$ cat src/rtl/alu_pkg.sv
// Shared opcode encodings and flag-vector layout for the pipelined ALU.
// The flag vector is ordered {zero, negative, carry, overflow}.
package alu_pkg;

  localparam logic [2:0] OP_ADD  = 3'b000;
  localparam logic [2:0] OP_SUB  = 3'b001;
  localparam logic [2:0] OP_AND  = 3'b010;
  localparam logic [2:0] OP_OR   = 3'b011;
  localparam logic [2:0] OP_XOR  = 3'b100;
  localparam logic [2:0] OP_SHL  = 3'b101;
  localparam logic [2:0] OP_SHR  = 3'b110;
  localparam logic [2:0] OP_PASS = 3'b111;

  localparam int FLAG_W     = 4;
  localparam int FLAG_ZERO  = 3;
  localparam int FLAG_NEG   = 2;
  localparam int FLAG_CARRY = 1;
  localparam int FLAG_OVF   = 0;

endpackage

$ cat src/rtl/alu_core.sv
// Combinational ALU datapath: eight operations producing a result and
// the {zero, negative, carry, overflow} flag vector.
module alu_core
  import alu_pkg::*;
#(
  parameter int WIDTH = 8
) (
  input  logic [WIDTH-1:0]  i_a,
  input  logic [WIDTH-1:0]  i_b,
  input  logic [2:0]        i_opcode,
  output logic [WIDTH-1:0]  o_y,
  output logic [FLAG_W-1:0] o_flags
);

  localparam int SHW = $clog2(WIDTH);

  logic [WIDTH:0]   w_sum;
  logic [WIDTH:0]   w_diff;
  logic [SHW-1:0]   w_sh;
  logic [SHW-1:0]   w_sh_m1;
  logic [WIDTH-1:0] w_shl_pre;
  logic [WIDTH-1:0] w_shr_pre;
  logic [WIDTH-1:0] w_y;
  logic             w_carry;
  logic             w_ovf;

  assign w_sum  = {1'b0, i_a} + {1'b0, i_b};
  // The extra MSB of the difference is the borrow, i.e. a < b unsigned.
  assign w_diff = {1'b0, i_a} - {1'b0, i_b};

  assign w_sh    = i_b[SHW-1:0];
  assign w_sh_m1 = w_sh - SHW'(1);
  // Shifting by one less than the amount puts the last bit shifted out
  // at the edge of the word, which gives the shift carry directly.
  assign w_shl_pre = i_a << w_sh_m1;
  assign w_shr_pre = i_a >> w_sh_m1;

  always_comb begin
    w_y     = '0;
    w_carry = 1'b0;
    w_ovf   = 1'b0;
    case (i_opcode)
      OP_ADD: begin
        w_y     = w_sum[WIDTH-1:0];
        w_carry = w_sum[WIDTH];
        w_ovf   = (i_a[WIDTH-1] == i_b[WIDTH-1]) && (w_y[WIDTH-1] != i_a[WIDTH-1]);
      end
      OP_SUB: begin
        w_y     = w_diff[WIDTH-1:0];
        w_carry = w_diff[WIDTH];
        w_ovf   = (i_a[WIDTH-1] != i_b[WIDTH-1]) && (w_y[WIDTH-1] != i_a[WIDTH-1]);
      end
      OP_AND: w_y = i_a & i_b;
      OP_OR:  w_y = i_a | i_b;
      OP_XOR: w_y = i_a ^ i_b;
      OP_SHL: begin
        w_y     = i_a << w_sh;
        w_carry = (w_sh != '0) ? w_shl_pre[WIDTH-1] : 1'b0;
      end
      OP_SHR: begin
        w_y     = i_a >> w_sh;
        w_carry = (w_sh != '0) ? w_shr_pre[0] : 1'b0;
      end
      default: w_y = i_a;
    endcase
  end

  always_comb begin
    o_flags             = '0;
    o_flags[FLAG_ZERO]  = (w_y == '0);
    o_flags[FLAG_NEG]   = w_y[WIDTH-1];
    o_flags[FLAG_CARRY] = w_carry;
    o_flags[FLAG_OVF]   = w_ovf;
  end

  assign o_y = w_y;

endmodule

$ cat src/rtl/alu_pipe.sv
// Two-stage pipelined ALU with valid/ready handshakes on both sides and a
// saturating count of completed output transfers.
module alu_pipe
  import alu_pkg::*;
#(
  parameter int WIDTH     = 8,
  parameter int CNT_WIDTH = 16
) (
  input  logic                 clk,
  input  logic                 rst_n,
  input  logic                 in_valid,
  output logic                 in_ready,
  input  logic [WIDTH-1:0]     a,
  input  logic [WIDTH-1:0]     b,
  input  logic [2:0]           opcode,
  output logic                 out_valid,
  input  logic                 out_ready,
  output logic [WIDTH-1:0]     y,
  output logic                 zero,
  output logic                 negative,
  output logic                 carry,
  output logic                 overflow,
  input  logic                 cnt_clr,
  output logic [CNT_WIDTH-1:0] op_count
);

  logic                 r_s1_valid;
  logic [WIDTH-1:0]     r_s1_a;
  logic [WIDTH-1:0]     r_s1_b;
  logic [2:0]           r_s1_op;
  logic                 r_s2_valid;
  logic [WIDTH-1:0]     r_s2_y;
  logic [FLAG_W-1:0]    r_s2_flags;
  logic [CNT_WIDTH-1:0] r_op_count;

  logic                 w_s2_load;
  logic                 w_in_fire;
  logic                 w_out_fire;
  logic [WIDTH-1:0]     w_core_y;
  logic [FLAG_W-1:0]    w_core_flags;

  // s1 may advance whenever s2 is empty or draining this cycle.
  assign w_s2_load  = r_s1_valid & (!r_s2_valid | out_ready);
  assign in_ready   = !r_s1_valid | w_s2_load;
  assign w_in_fire  = in_valid & in_ready;
  assign w_out_fire = r_s2_valid & out_ready;

  always_ff @(posedge clk or negedge rst_n) begin
    if (!rst_n) begin
      r_s1_valid <= 1'b0;
      r_s1_a     <= '0;
      r_s1_b     <= '0;
      r_s1_op    <= '0;
    end else if (w_in_fire) begin
      r_s1_valid <= 1'b1;
      r_s1_a     <= a;
      r_s1_b     <= b;
      r_s1_op    <= opcode;
    end else if (w_s2_load) begin
      r_s1_valid <= 1'b0;
    end
  end

  alu_core #(
    .WIDTH (WIDTH)
  ) u_core (
    .i_a      (r_s1_a),
    .i_b      (r_s1_b),
    .i_opcode (r_s1_op),
    .o_y      (w_core_y),
    .o_flags  (w_core_flags)
  );

  always_ff @(posedge clk or negedge rst_n) begin
    if (!rst_n) begin
      r_s2_valid <= 1'b0;
      r_s2_y     <= '0;
      r_s2_flags <= '0;
    end else if (w_s2_load) begin
      r_s2_valid <= 1'b1;
      r_s2_y     <= w_core_y;
      r_s2_flags <= w_core_flags;
    end else if (out_ready) begin
      r_s2_valid <= 1'b0;
    end
  end

  // Clear has priority over a same-cycle increment; the count never wraps.
  always_ff @(posedge clk or negedge rst_n) begin
    if (!rst_n) begin
      r_op_count <= '0;
    end else if (cnt_clr) begin
      r_op_count <= '0;
    end else if (w_out_fire && (r_op_count != '1)) begin
      r_op_count <= r_op_count + 1'b1;
    end
  end

  assign out_valid = r_s2_valid;
  assign y         = r_s2_y;
  assign zero      = r_s2_flags[FLAG_ZERO];
  assign negative  = r_s2_flags[FLAG_NEG];
  assign carry     = r_s2_flags[FLAG_CARRY];
  assign overflow  = r_s2_flags[FLAG_OVF];
  assign op_count  = r_op_count;

endmodule

$ cat config.mk
export PLATFORM = sky130hd
export DESIGN_NAME = alu_pipe
export DESIGN_NICKNAME = d
export VERILOG_FILES = /design/src/rtl/alu_pkg.sv /design/src/rtl/alu_core.sv /design/src/rtl/alu_pipe.sv
export SDC_FILE = /design/constraint.sdc
export NUM_CORES = 1
export LEC_CHECK = 0
export CAP_MARGIN = 20
export CORE_ASPECT_RATIO = 0.8
export CORE_MARGIN = 2
export CORE_UTILIZATION = 41
export CTS_CLUSTER_SIZE = 16
export DETAILED_ROUTE_END_ITERATION = 8
export GPL_TIMING_DRIVEN = 0
export PLACE_DENSITY_LB_ADDON = 0.15
export SKIP_CTS_REPAIR_TIMING = 1
export SYNTH_ARGS = -nofsm -noshare
export SYNTH_HDL_FRONTEND = slang
export SYNTH_HIERARCHICAL = 1
export SYNTH_SLANG_ARGS = --single-unit
$ cat constraint.sdc
create_clock -name clk -period 3.7 [get_ports clk]
set_input_delay 0.74 -clock clk [delete_from_list [all_inputs] [get_ports clk]]
set_output_delay 0.74 -clock clk [all_outputs]
set_load 0.02 [all_outputs]
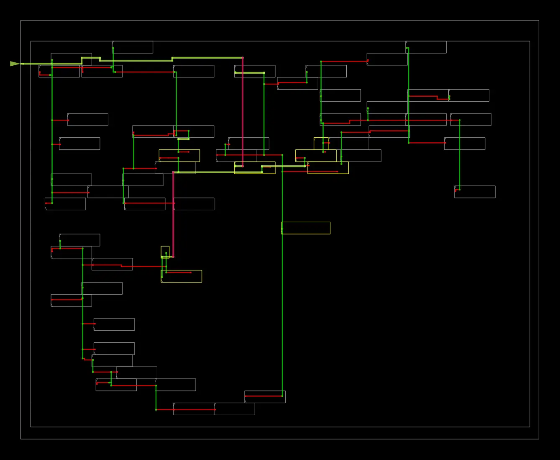
*Clock wiring as the flow saved it*
TritonCTS Buffers: 5
Seq Cell Count: 49
skew final: 14.52 ps
Skew-Pair Late Insertion Delay: 290 ps
clock network power: 0.532 mW

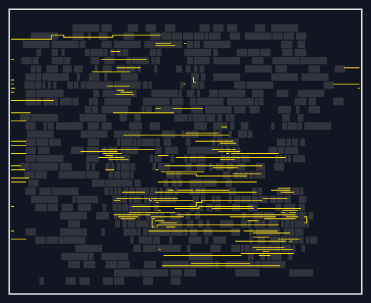
*Metal 3*
Scale: 3 px per µm. Cells faint in the background.
wire length on this layer = 1170 µm
main direction = horizontal
longest straight run = 40.5 µm
nets with wire on the layer = 96
GRT met3 Usage: 4.557%
Post-Route WL: 12520 µm
vias: 3877

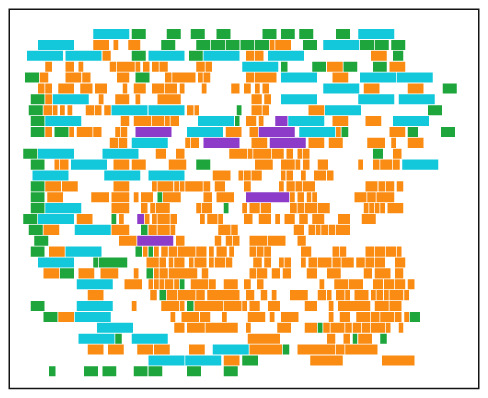
*Cells coloured by class*
Scale: 4 px per µm.
cyan -> flip-flops  # cells 49, share of their area 25%
orange -> all other logic  # cells 376, share of their area 58%
purple -> clock drivers and dummy loads  # cells 8, share of their area 3.4%
green -> other buffers and delay cells  # cells 79, share of their area 14%
flop share of the area: 24.13%
finished layout cell area: 0.005082 mm²
cell row count: 32

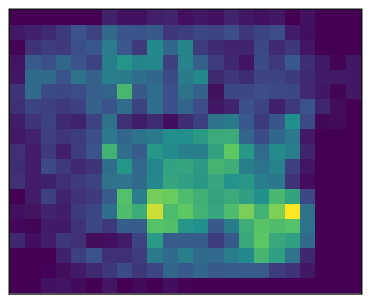
*Routed metal per tile*
Scale: 3 px per µm. The die is cut into 23 by 19 equal tiles; dark purple is low, yellow is high, scaled to the fullest tile. Values are wire area over tile area, all layers added.
nearly empty tiles = 17%
tiles over half the peak = 13%
mean over tiles = 0.19
fullest tile = 0.78
WL/cell: 19.32 µm
overall routing resource usage: 23.76%

==> flow_metrics.tcl <==
# metrics dict for downstream scripts
set metrics [dict create \
    outcome "complete, no violations" \
    netlist_instances 450 \
    hp-class "input port to asynchronous set/reset pin" \
    bufAreaShareNonClock_pct 13.27 \
    crit_type "flop to flop" \
    ios 54 \
    max_stage_delay_ps 530 \
    maxPowerGroup "combinational logic" \
    max-vdd-ir-drop_mv 0.2146 \
    dr.pass1.iters 5 \
    relSlewSlack_pct 27.50 \
    logic_gates 342 \
    grt_max_degree 28 \
    seq_power_share_pct 29.9 \
    place_ws_ps 254.8 \
    placed_area_mm2 0.004905 \
    wl_met3_um 1171 \
    setup-tns-final_ps 0 \
    start_kind "flop" \
    flop_area_mm2 0.001226 \
    max-cap-violations 0 \
    finalSetupViolCount 0 \
    grt_pass1_wl_um 20130 \
    antennaDiodeCount 0 \
    n_tap_cell 136 \
    mux_area_share_pct 18.04 \
    switchingPower_mw 0.9653 \
    area_growth_syn_to_layout_pct 21.33 \
    ys_sh_simple_pct 17.53 \
    finalCritPeriodShare_pct 93.53 \
    path_depth 11 \
    placed_cells 640 \
    dominant_cells "multi-input combinational cells" \
    hold_viol 0 \
    layout.area.comb_mm2 0.002711 \
    power.internal_mw 1.475 \
    largest_reg_flops 16 \
    required_ps 3920 \
    cp-endpoint "r_s2_flags[3]$_DFFE_PN0P_" \
    period_needed_ps 3460 \
    synth_seq_share_pct 29.27 \
    clkbuf_count 5 \
    cpLargestDelayFamily "simple AND/OR/NAND/NOR gates" \
    post-dp-hpwl_um 9559 \
    top_area_cell "dfrtp_1" \
    grt_antenna_before_repair 0 \
    adder_share_pct 9.319 \
    common_cells "49 x dfrtp_1, 38 x nor2_1, 34 x a21oi_1, 32 x mux2_2, 31 x inv_1" \
    synthAoiAreaFrac_pct 18.88 \
    htree_levels 2 \
    critical_path.cell_chain "buf_2 > clkinvlp_4 > ha_1 > a21o_1 > a21oi_1 > or3_1 > nand4_1 > o32a_1 > or4b_1 > nor4_2 > mux2_2" \
    xor_area_share_pct 0.8363 \
    final_cells 648 \
    cts_buffer_depth 2 \
    async_flop_share_pct 100.0 \
    worst-r2r-cell-count 11 \
    fin_nets 565 \
    portBuffers 53 \
    crit_buf_inv 2 \
]
No activity file was given, so power comes from the tool's default toggle rates.
